**Run 1: metal layers overlaid**

Scale: 4 px per micron. Only two layers are drawn.
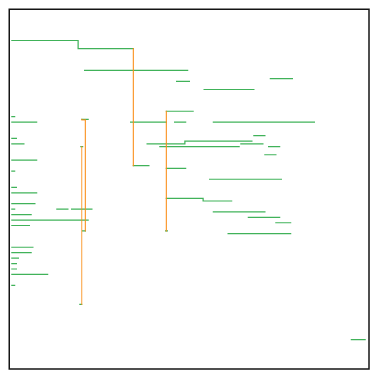
**Run 1: M1 wires**

Scale: 4 px per micron. Supply wires on this layer in gray.
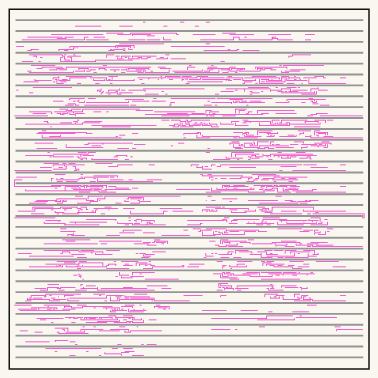
**Run 1: congestion heat map**

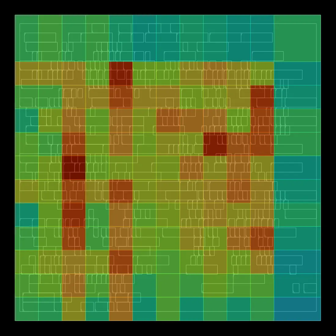
## src/rtl/game_clock_pkg.sv

```systemverilog
// Shared types and helpers for the N-player game clock.
//   t_game_clock_state : FSM encoding exposed on o_state (IDLE=0, RUN=1, PAUSE=2, FLAG=3)
//   next_player        : round-robin successor of a player index modulo n
//   sat_add            : addition clamped to a caller-supplied maximum
package game_clock_pkg;

  typedef enum logic [1:0] {
    IDLE  = 2'd0,
    RUN   = 2'd1,
    PAUSE = 2'd2,
    FLAG  = 2'd3
  } t_game_clock_state;

  function automatic int unsigned next_player(input int unsigned idx, input int unsigned n);
    return (idx + 1 >= n) ? 0 : idx + 1;
  endfunction

  function automatic logic [31:0] sat_add(input logic [31:0] a, input logic [31:0] b,
                                          input logic [31:0] max_v);
    logic [32:0] sum;
    sum = {1'b0, a} + {1'b0, b};
    return (sum > {1'b0, max_v}) ? max_v : sum[31:0];
  endfunction

endpackage

```

## src/rtl/game_clock_tick.sv

```systemverilog
// One-second tick divider for the game clock.
//   p_divider : clock cycles per tick
//   i_clk     : system clock
//   i_rst     : asynchronous active-low reset
//   i_clr     : synchronous clear of the sub-second phase (wins over i_en)
//   i_en      : count enable; the phase holds while low
//   o_tick    : high during the cycle in which the divider wraps
module game_clock_tick #(
  parameter int unsigned p_divider = 50_000_000
) (
  input  logic i_clk,
  input  logic i_rst,
  input  logic i_clr,
  input  logic i_en,
  output logic o_tick
);

  localparam int unsigned c_cw = (p_divider > 1) ? $clog2(p_divider) : 1;
  localparam logic [c_cw-1:0] c_last = c_cw'(p_divider - 1);

  logic [c_cw-1:0] cnt_q, cnt_d;

  // The wrap is combinational so the owner can apply the decrement on the same edge.
  always_comb begin
    o_tick = i_en && (cnt_q == c_last);
    cnt_d  = cnt_q;
    if (i_clr) begin
      cnt_d = '0;
    end else if (i_en) begin
      cnt_d = o_tick ? '0 : cnt_q + c_cw'(1);
    end
  end

  always_ff @(posedge i_clk or negedge i_rst) begin
    if (!i_rst) begin
      cnt_q <= '0;
    end else begin
      cnt_q <= cnt_d;
    end
  end

endmodule

```

## src/rtl/game_clock_multi.sv

```systemverilog
// N-player game clock core with round-robin turn passing.
//   i_clk_50m       : system clock
//   i_rst           : asynchronous active-low reset
//   i_turn_click    : per-player one-cycle click pulses
//   i_stop_click    : pause/resume toggle pulse
//   i_restart_click : return to IDLE and reload all times
//   i_init          : initial seconds loaded into every counter while in IDLE
//   o_time          : remaining seconds per player (packed array)
//   o_active        : one-hot active player, zero in IDLE
//   o_flag          : one-hot player whose time ran out
//   o_state         : FSM state encoding
//   o_tick          : pulse on each second applied in RUN
// Optional feature macro GAME_CLOCK_INCREMENT_EN: when defined, the player
// completing a turn gains p_increment seconds (saturating).
module game_clock_multi
  import game_clock_pkg::*;
#(
  parameter int unsigned p_players   = 2,
  parameter int unsigned p_width     = 8,
  parameter int unsigned p_divider   = 50_000_000,
  parameter int unsigned p_increment = 0
) (
  input  logic                              i_clk_50m,
  input  logic                              i_rst,
  input  logic [p_players-1:0]              i_turn_click,
  input  logic                              i_stop_click,
  input  logic                              i_restart_click,
  input  logic [p_width-1:0]                i_init,
  output logic [p_players-1:0][p_width-1:0] o_time,
  output logic [p_players-1:0]              o_active,
  output logic [p_players-1:0]              o_flag,
  output logic [1:0]                        o_state,
  output logic                              o_tick
);

`ifdef GAME_CLOCK_INCREMENT_EN
  localparam logic [31:0] c_time_max = 32'((2 ** p_width) - 1);
`else
  if (p_increment > 0) begin : g_inc_ignored
  end
`endif

  t_game_clock_state                 state_q, state_d;
  logic [p_players-1:0][p_width-1:0] time_q, time_d;
  logic [p_players-1:0]              active_q, active_d;
  logic [p_players-1:0]              flag_q, flag_d;
  logic                              tick_q, tick_d;

  logic        div_clr;
  logic        div_en;
  logic        div_tick;
  logic        click_found;
  logic        act_one;
  int unsigned click_idx;
  int unsigned act_idx;
  int unsigned nxt;

  game_clock_tick #(
    .p_divider(p_divider)
  ) u_tick (
    .i_clk (i_clk_50m),
    .i_rst (i_rst),
    .i_clr (div_clr),
    .i_en  (div_en),
    .o_tick(div_tick)
  );

  always_comb begin
    state_d     = state_q;
    time_d      = time_q;
    active_d    = active_q;
    flag_d      = flag_q;
    tick_d      = 1'b0;
    div_clr     = 1'b0;
    div_en      = (state_q == RUN);
    nxt         = 0;

    // Lowest-index click wins when several buttons fire together.
    click_found = 1'b0;
    click_idx   = 0;
    for (int unsigned k = 0; k < p_players; k++) begin
      if (i_turn_click[k] && !click_found) begin
        click_found = 1'b1;
        click_idx   = k;
      end
    end

    act_idx = 0;
    act_one = 1'b0;
    for (int unsigned k = 0; k < p_players; k++) begin
      if (active_q[k]) begin
        act_idx = k;
        act_one = (time_q[k] == p_width'(1));
      end
    end

    case (state_q)
      IDLE: begin
        div_clr = 1'b1;
        for (int unsigned k = 0; k < p_players; k++) time_d[k] = i_init;
        if (i_init != '0 && click_found) begin
          nxt = next_player(click_idx, p_players);
          for (int unsigned k = 0; k < p_players; k++) active_d[k] = (k == nxt);
          state_d = RUN;
        end
      end
      RUN: begin
        if (div_tick) begin
          tick_d = 1'b1;
          for (int unsigned k = 0; k < p_players; k++) begin
            if (k == act_idx) time_d[k] = time_q[k] - p_width'(1);
          end
        end
        // Flag fall outranks stop, which outranks a turn pass.
        if (div_tick && act_one) begin
          state_d = FLAG;
          flag_d  = active_q;
        end else if (i_stop_click) begin
          state_d = PAUSE;
        end else if ((i_turn_click & active_q) != '0) begin
          nxt     = next_player(act_idx, p_players);
          div_clr = 1'b1;
          for (int unsigned k = 0; k < p_players; k++) active_d[k] = (k == nxt);
`ifdef GAME_CLOCK_INCREMENT_EN
          // Applied on top of any same-cycle decrement already in time_d.
          for (int unsigned k = 0; k < p_players; k++) begin
            if (k == act_idx) begin
              time_d[k] = p_width'(sat_add(32'(time_d[k]), 32'(p_increment), c_time_max));
            end
          end
`endif
        end
      end
      PAUSE: begin
        if (i_stop_click) state_d = RUN;
      end
      FLAG: begin
      end
      default: state_d = IDLE;
    endcase

    if (i_restart_click) begin
      state_d  = IDLE;
      active_d = '0;
      flag_d   = '0;
      tick_d   = 1'b0;
      div_clr  = 1'b1;
      for (int unsigned k = 0; k < p_players; k++) time_d[k] = i_init;
    end
  end

  always_ff @(posedge i_clk_50m or negedge i_rst) begin
    if (!i_rst) begin
      state_q  <= IDLE;
      time_q   <= '0;
      active_q <= '0;
      flag_q   <= '0;
      tick_q   <= 1'b0;
    end else begin
      state_q  <= state_d;
      time_q   <= time_d;
      active_q <= active_d;
      flag_q   <= flag_d;
      tick_q   <= tick_d;
    end
  end

  assign o_time   = time_q;
  assign o_active = active_q;
  assign o_flag   = flag_q;
  assign o_state  = state_q;
  assign o_tick   = tick_q;

endmodule

```

## config.mk

```make
export PLATFORM = sky130hd
export DESIGN_NAME = game_clock_multi
export DESIGN_NICKNAME = d
export VERILOG_FILES = /design/src/rtl/game_clock_pkg.sv /design/src/rtl/game_clock_tick.sv /design/src/rtl/game_clock_multi.sv
export SDC_FILE = /design/constraint.sdc
export NUM_CORES = 1
export LEC_CHECK = 0
export ABC_AREA = 1
export CORE_UTILIZATION = 45
export CTS_BUF_LIST = sky130_fd_sc_hd__clkbuf_16
export CTS_CLUSTER_DIAMETER = 200
export DETAILED_ROUTE_END_ITERATION = 16
export HOLD_SLACK_MARGIN = 0.15
export PLACE_DENSITY = 0.66
export RECOVER_POWER = 100
export SLEW_MARGIN = 15
export SYNTH_ARGS = -nofsm -noshare
export SYNTH_HDL_FRONTEND = slang
export SYNTH_SLANG_ARGS = --single-unit
```

## constraint.sdc

```tcl
create_clock -name i_clk_50m -period 2.3 [get_ports i_clk_50m]
set_input_delay 0.345 -clock i_clk_50m [delete_from_list [all_inputs] [get_ports i_clk_50m]]
set_output_delay 0.345 -clock i_clk_50m [all_outputs]
set_load 0.05 [all_outputs]
```

==> impl_metrics.yaml, run 1 <==
# generated from flow reports
final_layout:
  final_common_cell: "nand2_1"
  final_area_sq_um: 3970
  final_cells: 612
  drive_gt1_share_pct: 9.94
  fin_nets: 531
  most-common-layout-cells: "124 x nand2_1, 74 x nor2_1, 53 x inv_1"
  antenna_cells: 0
  area_delta_synth_final_pct: 14.9
global_route:
  grt_max_degree: 50
  grt_pass1_vias: 2813
  grt_first_pass_wirelength_microns: 13200
  grt_overflow_total: 0
  antenna_found_initial: 0
floorplan:
  num_rows: 31
  num_io_pins: 37
  die_area_sq_um: 8020
  die_w_microns: 89.6
  fp-utilization_pct: 47.1
  die-height_microns: 89.6
  core-area_sq_um: 7330
worst_hold_path:
  hold_class: "reg -> reg"
status:
  status: "completed"
worst_setup_path:
  cp_cell_sequence: "dlygate4sd3_1"
  r2r_slack_ps: 230
  crit_type: "reg -> out"
  slowest_delay_ps: 930
  arrival_ps: 1800
  path_buffers: 1
  startpoint_type: "flip-flop"
  cpLargestDelayFamily: "buffers and inverters"
  critPathRequiredTime_ps: 1960
  cp-end-kind: "output port"
  cpMaxStageDelayCell: "dlygate4sd3_1"
  path_max_fanout: 9
clock_tree:
  htreeDepth: 2
  cts_tree: "built"
  cts_buffer_depth: 2
  cts_root_buf: "clkbuf_16"
  worstSkewPairLatency_ps: 290
  cts.repair.resized: 0
  clock_sinks: 49
  clk_pin_slew_ps: 70
  cts_buffers: 5
placed_design:
  post-place-cells: 603
  pre_cts_ws_ps: 352
  io_buffer_count: 36
  placed_area_sq_um: 3910
  hpwlAfterDp_microns: 5830
  place_congestion: 0.932
final_timing:
  layout_setup_ws_ps: 151
  setup_tns_ps: 0
  hold_viol_final: 0
  tightest_slew_ps: 1210
  skew_ps: 6.97
  period_used_pct: 93.4
  drv_slew: 0
  fin_crit_ps: 2150
  maxSlewHeadroom_pct: 19.2
  setup_viol: 0
  max_freq_mhz: 465
  rsz0062_at_grt: "false"
drt:
  drtPass1Iterations: 5
  routed_via_density: 5.00
  drtIter0Drc: 116
  drc_errors: 0
  ant_nets: 0
power_and_ir_drop:
  power_w: 0.00419
  vdd_drop_max_v: 0.000864
  leakage_nw: 1.84
  power_density_nw_per_um2: 1060
yosys:
  syn_inst: 473
  ys_area_sq_um: 3450
  netlist.top_cell.by_area: "dfrtp_1"
  synth_nets: 492
  synth_area_sq_um: 3450
  yosys-top-cells-area: "dfrtp_1 36%, nand2_1 13%, nor2_1 8.0%"
  yosys.stat.seqShare_pct: 35.5
  yosysWarnings: 0
  synth_area_per_cell_sq_um: 7.30
  top_area_share_pct: 35.5
  ys_cells: 473
  synth_cell_type_count: 38
  ys_ff: 49
job:
  drv_cap: 0
  tool_warnings: 28
-- 'metal layers overlaid' (at the start) --
- met3: green (wire length 365 microns)
- met4: orange (wire length 127 microns)
Avg WL per Cell: 12.6 microns
routed via count: 3,061

-- 'M1 wires' (at the start) --
- wire length on this layer: 3,650 microns
- share of all routed wire: 47%
WL final: 7700 microns
met1 Resource Use GR: 29.1%

-- 'congestion heat map' (at the start) --
Top Usage Layer GRT: met2
met2 Resource Use GR: 34.1%
Total GRT Usage: 21.0%

[run 1: routing by layer]
| metal | global-route usage [%] | share of wire [%] |
|---|---|---|
| met1 | 29.1 | 47 |
| met2 | 34.1 | 46 |
| met3 | 3.29 | 4.7 |
| met4 | 5.63 | 1.6 |
| met5 | 0 | 0 |
[run 1: kinds of logic after synthesis]
logic type      synth area share (%)
simple gates                    39.2
buf+inv                         9.17
compound gates                  9.90
flops                           35.5
xor+xnor                        3.81
fa+ha+maj                       1.81
mux                            0.580
[run 1: synthesized netlist by cell type (all sizes together)]
master and n:
a41oi 1, buf 11, nor3b 2, o211ai 1, a31oi 3, dfrtp 49
nand3 38, o21bai 3, ha 5, a21boi 6, o21ai 27, inv 61
nor2 86, nand2 128, and2 1, a21oi 8, nor3 14, mux2i 2
o22ai 1, xor2 8, nand4 11, xnor2 7
[run 1: state kept, by name, indices dropped and copies added, names as in the netlist]
| register | count |
|---|---|
| o_state | 2 |
| o_time | 16 |
| o_tick | 1 |
| o_flag | 2 |
| o_active | 2 |
| u_tick.cnt_q | 26 |
[run 1: stage by stage]
stage	hold WS [ps]	utilization, %
after floorplan	49.4	-
after global placement	354	53.3
after detailed placement	358	53.3
after CTS	532	55.3
after global routing	559	54.1
final	529	54.1
[run 1: timing repair]
item | in CTS | in global routing
hold buffers | 1 | 0
endpoints found under the hold margin | 49 | 0
setup buffers | 0 | 0
[run 1: path summary, 6_finish.rpt]
path	cells after the start	endpoint	startpoint
max	1	o_state[1]	o_state[1]
min	2	u_tick.cnt_q[1]	u_tick.cnt_q[1]
min reg2reg	2	u_tick.cnt_q[1]	u_tick.cnt_q[1]
max in group asynchronous	3	o_time[3]	i_rst
max reg2reg	7	u_tick.cnt_q[12]	u_tick.cnt_q[0]
min in group asynchronous	3	u_tick.cnt_q[22]	i_rst
[run 1: report_power, final]
part	total (W)	switching, W	internal [W]
clock	0.000710	0.000315	0.000394
combinational	0.00217	0.00149	0.000678
sequential	0.00131	0.000265	0.00105
total	0.00419	0.00207	0.00212
[run 1: final cells by class]
type / instances / area (sq um)
flip-flops and latches: 49 / 1230
multi-input cells: 352 / 1840
inverters: 61 / 234
repair buffers: 43 / 405
well taps: 99 / 124
clock buffers: 5 / 125
clock inverters: 3 / 12.5
fillers: 694 / 3360
[run 1: worst min-delay path, delay by kind of cell, from the launching register on]
kind,cells,cell delay (ps)
and+or+nand+nor,2,130
DFF,1,380
**Run 1: gate-type map**

Scale: 6 px per micron.
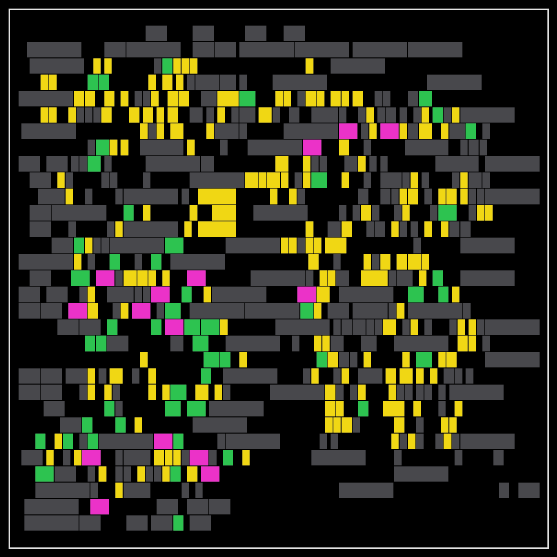

## Run 2: what changed since run 1
SYNTH_HIERARCHICAL = 1   (was default)
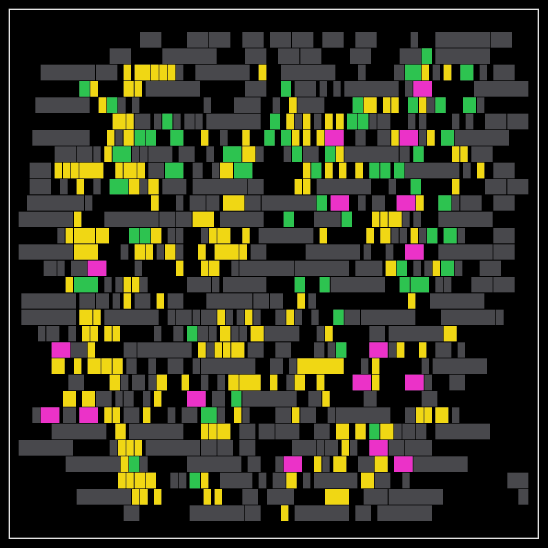
**Above:** run 2 (gate-type map).
Scale: 6 px per micron.
- NAND gates: yellow (cells 171; most used nand2_1)
- inverting AOI/OAI gates: green (cells 56; most used a21oi_1)
- XOR/XNOR gates: magenta (cells 17; most used xor2_1)
Comb/total area: 43.1%
Commonest Layout Cell: nand2_1
Layout Cells excl Fill: 649

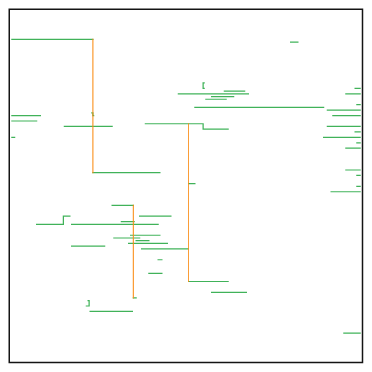
**Above:** run 2 (metal layers overlaid).
Scale: 4 px per micron. Only two layers are drawn.
Total GRT Usage: 24.1%
Avg WL per Cell: 13.1 microns
WL final: 8490 microns
routed via count: 3,227

==> run 2 against run 1 <==
Compared with the run above:
- via count is 5.4% higher
- flip-flop count did not move
- wire length rose by 10%
- power is 2.4% higher
- clock skew decreased by 1.5 ps
- die size shrank 3.6%
- non-clock buffer count is 44 higher
- clock power up 0.6%
- utilization increased by 8.6 points
- synthesized cell count down 1.9%
- area after synthesis fell by 3.7%
- largest cell class unchanged
==> impl_metrics.yaml, run 2 <==
# generated from flow reports
placed_design:
  place_congestion: 0.931
  pre_cts_ws_ps: -161
  post-place-cells: 633
  hpwlAfterDp_microns: 6550
yosys:
  synth_area_per_cell_sq_um: 7.16
  yosys.cell_count.top_type: "nand2_1"
  syn_inst: 464
  synth_area_sq_um: 3320
  ys_area_sq_um: 3320
  top_area_share_pct: 36.9
  synth_nets: 484
  synth-async-reset-ratio_pct: 100
  ys_cells: 464
  yosys.stat.seqShare_pct: 36.9
  yosys-top-cells-area: "dfrtp_1 37%, nand2_1 14%, nor2_1 6.9%"
  synth_cell_type_count: 39
  yosysWarnings: 6
  netlist.top_cell.by_area: "dfrtp_1"
floorplan:
  core-area_sq_um: 6940
  num_rows: 30
  num_io_pins: 37
  fp-utilization_pct: 47.9
  die_w_microns: 87.9
  die_area_sq_um: 7730
final_timing:
  drv_slew: 0
  tightest_slew_ps: 798
  max_freq_mhz: 448
  period_used_pct: 96.9
  fin_crit_ps: 2230
  maxSlewHeadroom_pct: 46.8
  layout_setup_ws_ps: 70.2
clock_tree:
  htreeDepth: 2
  cts_root_buf: "clkbuf_16"
  clk_pin_slew_ps: 60
  cts_buffers: 5
  clock_sinks: 49
  cts_tree: "built"
global_route:
  use_met1_pct: 35.5
  antenna_found_initial: 0
  grt_first_pass_wirelength_microns: 14400
  met2_usage_pct: 36.5
  grt_max_degree: 33
  grt_overflow_total: 0
  grt_pass1_vias: 3151
final_layout:
  area_delta_synth_final_pct: 31.1
  fin_nets: 572
  final_util_pct: 62.7
  drive_gt1_share_pct: 22.2
  most-common-layout-cells: "116 x nand2_1, 60 x nor2_1, 52 x inv_1"
power_and_ir_drop:
  vdd_drop_max_v: 0.000708
  power_density_nw_per_um2: 984
  power_w: 0.00429
  leakage_nw: 2.04
worst_setup_path:
  critPathRequiredTime_ps: 2470
  crit_type: "reg -> reg"
  arrival_ps: 2400
  path_max_fanout: 7
  cp-end-kind: "flip-flop"
worst_hold_path:
  hold_class: "reg -> reg"
drt:
  ant_nets: 0
  routed_via_density: 4.97
  drc_errors: 0
status:
  status: "completed"
job:
  tool_warnings: 31
## run 2: cell count changes in the layout (fill, tap and decap cells not counted), moves of 5 or more
cell,change
buf_4,+42
clkdlybuf4s50_1,+23
dlygate4sd3_1,-23
nor2_1,-14
nand2_2,+11
nand3_1,-11
nor2_2,+9
a21oi_1,+8
nand2_1,-8
o21ai_1,+7
a21boi_0,-5
o21ai_0,-5
## run 2: worst paths after layout
check / start / endpoint / slack [ps] / depth (start not counted)
worst max-delay path: u_tick/cnt_q[1] / u_tick/cnt_q[9] / 70 / 18
worst min-delay path: o_flag[0] / o_flag[0] / 490 / 2
worst max register to register: u_tick/cnt_q[1] / u_tick/cnt_q[9] / 70 / 18
worst min register to register: o_flag[0] / o_flag[0] / 490 / 2
max in group asynchronous: i_rst / o_active[0] / 640 / 3
min in group asynchronous: i_rst / o_time[8] / 670 / 2
## run 2: area by class of cell
class	count	area [sq um]
fill	640	2590
multi-input combinational	348	1880
sequential	49	1230
timing repair buffer	87	758
inverter	61	234
clock buffer	5	125
tap	96	120
clock inverter	3	13.8
## run 2: per-layer routing
layer | part of all wire, % | vias up
li1 | - | 1655
met4 | 1.1 | 0
met5 | 0 | -
met1 | 51 | 1492
met2 | 44 | 72
met3 | 4.1 | 8
## run 2: worst max-delay path, stage by stage (launching register included)
cell	delay, ps
dfrtp_1	350
ha_2	190
inv_4	40
nor2_4	100
nand2_2	80
inv_2	70
nand3_2	80
nor4_4	200
nand3_2	140
nor2_4	110
a21oi_2	70
nor2_2	130
buf_12	150
nor2_4	50
nand2_2	60
nor2_2	40
nand2_1	40
nand2_1	40
nor3b_2	140
## run 2: kinds of logic after synthesis
| logic type | count (synthesis) | share of synthesized area, % |
|---|---|---|
| xor+xnor | 17 | 4.48 |
| buf+inv | 67 | 8.70 |
| flops | 49 | 36.9 |
| compound gates | 56 | 9.60 |
| fa+ha+maj | 6 | 2.26 |
| simple gates | 269 | 38.1 |
## run 2: through the flow
step	hold slack, ps	instance area, sq um
finish	492	4360
global route	542	4360
CTS	497	4290
detailed placement	458	4110
global placement	450	4110
floorplan	49.4	3340
## run 2: report_power, final
group	switching [W]	internal, W	total, W	leakage [nW]
Clock	0.000318	0.000396	0.000714	0.0748
Combinational	0.00152	0.000790	0.00231	1.32
Sequential	0.000215	0.00105	0.00126	0.642
## run 2: what timing repair did
| action | in CTS | in global routing |
|---|---|---|
| endpoints found under the hold margin | 21 | 0 |
| endpoints found under the setup margin | 25 | 23 |
| pin swaps | 4 | 6 |
| gates resized | 1 | 14 |
| hold buffers | 1 | 0 |
| setup buffers | 4 | 3 |
**Run 2: congestion heat map**

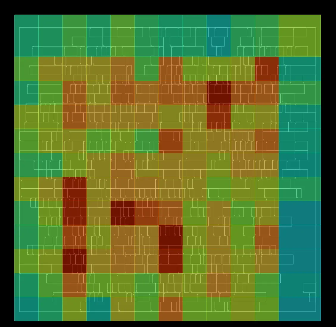

## Run 3: what changed since run 2
CAP_MARGIN = 25   (was default)
REMOVE_ABC_BUFFERS = 1   (was default)
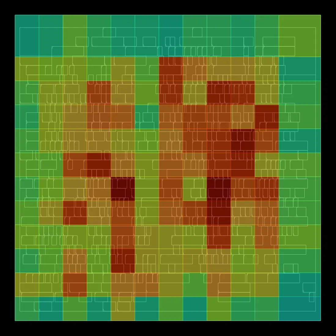
**Above:** run 3 (congestion heat map).
Total GRT Usage: 24.7%
final core utilization: 64.0%
met3 Usage GRT: 3.39%
met1 Resource Use GR: 28.8%
Avg WL per Cell: 13.6 microns

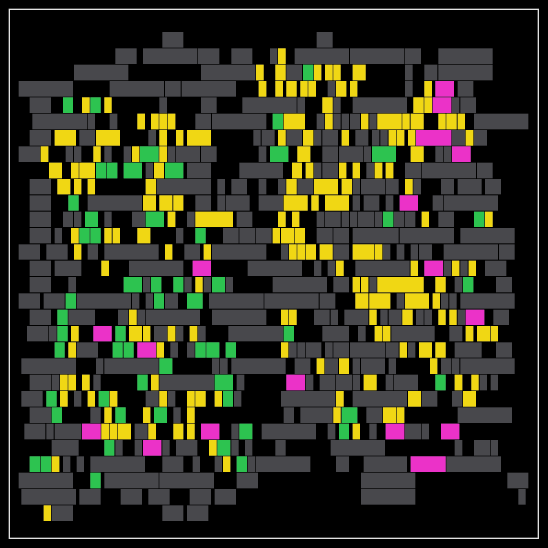
**Above:** run 3 (gate-type map).
Scale: 6 px per micron.
- XOR/XNOR gates: magenta (cells 17; most used xor2_1)
- NAND gates: yellow (cells 171; most used nand2_1)
- inverting AOI/OAI gates: green (cells 56)
Comb/total area: 43.8%
Layout Cells excl Fill: 651

==> run 3 against run 2 <==
Compared with the run above:
- clock power is 2% lower
- clock skew is 1.0 ps higher
- first-iteration DRC count is 0.69% higher
- power is 1.4% higher
- the run now ends with negative setup slack left
- critical path type unchanged
- non-clock buffer count is 3 higher
- critical endpoint unchanged
- combinational power is 3% higher
- sequential power hardly changed
- final cell count is 0.31% higher
==> impl_metrics.yaml, run 3 <==
# generated from flow reports
final_layout:
  most-common-layout-cells: "116 x nand2_1, 59 x nor2_1, 49 x inv_1, 49 x dfrtp_1, 48 x buf_4"
  largest_register_ffs: 26
  antenna_cells: 0
  top_register: "u_tick/cnt_q"
  area_delta_synth_final_pct: 33.8
  drive_gt1_share_pct: 23.8
  final_common_cell: "nand2_1"
  fin_nets: 575
  nFillCells: 612
yosys:
  ys_ff: 49
  synth_area_sq_um: 3320
  yosysWarnings: 6
  synth_area_per_cell_sq_um: 7.16
  netlist.top_cell.by_area: "dfrtp_1"
  ys_cells: 464
  common_cells: "120 x nand2_1, 61 x nor2_1, 55 x inv_1, 49 x dfrtp_1, 24 x nand3_1"
  top_area_share_pct: 36.9
  ys_area_sq_um: 3320
  yosys.stat.seqShare_pct: 36.9
  yosys-top-cells-area: "dfrtp_1 37%, nand2_1 14%, nor2_1 6.9%"
  synth-async-reset-ratio_pct: 100
  synth-main-ff-cell: "dfrtp_1"
  synth_cell_type_count: 39
  yosys.cell_count.top_type: "nand2_1"
  syn_inst: 464
  edf_count: 0
clock_tree:
  cts_tree: "built"
  clk_pin_slew_ps: 60
  cts_buffers: 5
  cts_root_buf: "clkbuf_16"
  cts_buffer_depth: 2
  htreeDepth: 2
  clock_sinks: 49
  worstSkewPairLatency_ps: 290
placed_design:
  io_buffer_count: 36
  pre_cts_ws_ps: -122
  hpwlAfterDp_microns: 6620
  place_congestion: 0.864
  post-place-cells: 631
worst_setup_path:
  r2r_slack_ps: -20
  cp-end-kind: "flip-flop"
  path_max_fanout: 7
  crit_type: "reg -> reg"
  critPathRequiredTime_ps: 2470
  arrival_ps: 2490
  startpoint_type: "flip-flop"
floorplan:
  num_io_pins: 37
  fp-utilization_pct: 47.9
  core-area_sq_um: 6940
  num_rows: 30
  die_w_microns: 87.9
  die-height_microns: 87.9
  die_area_sq_um: 7730
final_timing:
  period_used_pct: 101
  hold_viol_final: 0
  skew_ps: 6.56
  layout_setup_ws_ps: -23.2
  tightest_slew_ps: 1140
  rsz0062_at_grt: "true"
  setup_viol: 2
  max_freq_mhz: 430
  fin_crit_ps: 2320
  drv_slew: 0
  maxSlewHeadroom_pct: 24.3
global_route:
  antenna_found_initial: 0
  grt_first_pass_wirelength_microns: 14700
  grt_overflow_total: 0
  grt_max_degree: 22
  grt_pass1_vias: 3270
drt:
  vias: 3292
  drc_errors: 0
  drtPass1Iterations: 4
  routed_wl_microns: 8860
  ant_nets: 0
  drtIter0Drc: 146
  routed_via_density: 5.06
job:
  drv_cap: 0
  tool_warnings: 30
power_and_ir_drop:
  leakage_nw: 2.08
  power_density_nw_per_um2: 978
  vdd_drop_max_v: 0.000896
worst_hold_path:
  hold_class: "reg -> reg"
status:
  violations: "negative setup slack"
  status: "complete, but fails checks"
run 3: cell types whose count changed in the layout (fill, tap and decap cells not counted), sizes merged:
cell / before / now
buf: 48 / 51
clkinv: 2 / 1
run 3: repair_timing:
action,4_1_cts,5_1_grt
pin swaps,1,11
setup buffers,10,6
hold buffers,1,0
gates resized,11,28
endpoints found under the hold margin,19,0
endpoints found under the setup margin,23,30
run 3: final timing paths:
check	from	to	cells after the start
hold / removal	o_flag[0]	o_flag[0]	2
max in group asynchronous	i_rst	o_active[1]	3
setup reg to reg	u_tick/cnt_q[0]	u_tick/cnt_q[9]	19
hold reg to reg	o_flag[0]	o_flag[0]	2
min in group asynchronous	i_rst	u_tick/cnt_q[4]	2
setup / recovery	u_tick/cnt_q[0]	u_tick/cnt_q[9]	19
run 3: layout make-up:
class | instances | area, sq um | area share (%)
clock buffers | 5 | 125 | 2.81
clock inverters | 2 | 7.51 | 0.169
inverters | 61 | 236 | 5.32
multi-input cells | 348 | 1950 | 43.8
flip-flops and latches | 49 | 1230 | 27.6
well taps | 96 | 120 | 2.70
repair buffers | 90 | 786 | 17.7
run 3: metal layers:
layer	global-route usage [%]	wire [microns]
met2	45.1	4430
met1	28.8	3730
met4	11.0	325
met5	0	0
met3	3.39	371
run 3: worst max-delay path, cell delays in order (launching register included):
cell	delay, ps
dfrtp_1	370
ha_2	190
inv_2	50
nor2_4	110
nand2_2	80
inv_2	70
nand3_2	70
nor4_4	170
buf_4	170
nand3_4	80
nor2_4	100
a21oi_2	80
nor2_4	110
buf_12	140
nor2_4	50
nand2_1	70
nor2_1	50
nand2_1	60
nand2_1	40
nor3b_2	140
run 3: kinds of logic (layout without fill, tap and decap cells):
kind of cell	count (synthesis)	count (layout)	share of synthesized area [%]
flops	49	49	36.9
simple gates	269	269	38.1
buf+inv	67	158	8.70
xor+xnor	17	17	4.48
fa+ha+maj	6	6	2.26
compound gates	56	56	9.60
run 3: where the power goes:
group / switching [W] / total [W] / internal, W
clock network: 0.000310 / 0.000700 / 0.000390
logic: 0.00157 / 0.00237 / 0.000803
registers: 0.000232 / 0.00128 / 0.00105
total: 0.00211 / 0.00435 / 0.00224
run 3: stage by stage:
stage	instance area (sq um)	TNS (ps)	total power (W)	hold WS (ps)
CTS	4350	-6.95	0.00429	509
global route	4450	-1470	0.00459	544
floorplan	3270	-11450	0.00274	49.4
finish	4450	-23.7	0.00435	503
detailed placement	4070	-901	0.00356	333
global placement	4070	-26.9	0.00352	333
Power is estimated from default activity; no workload was simulated.
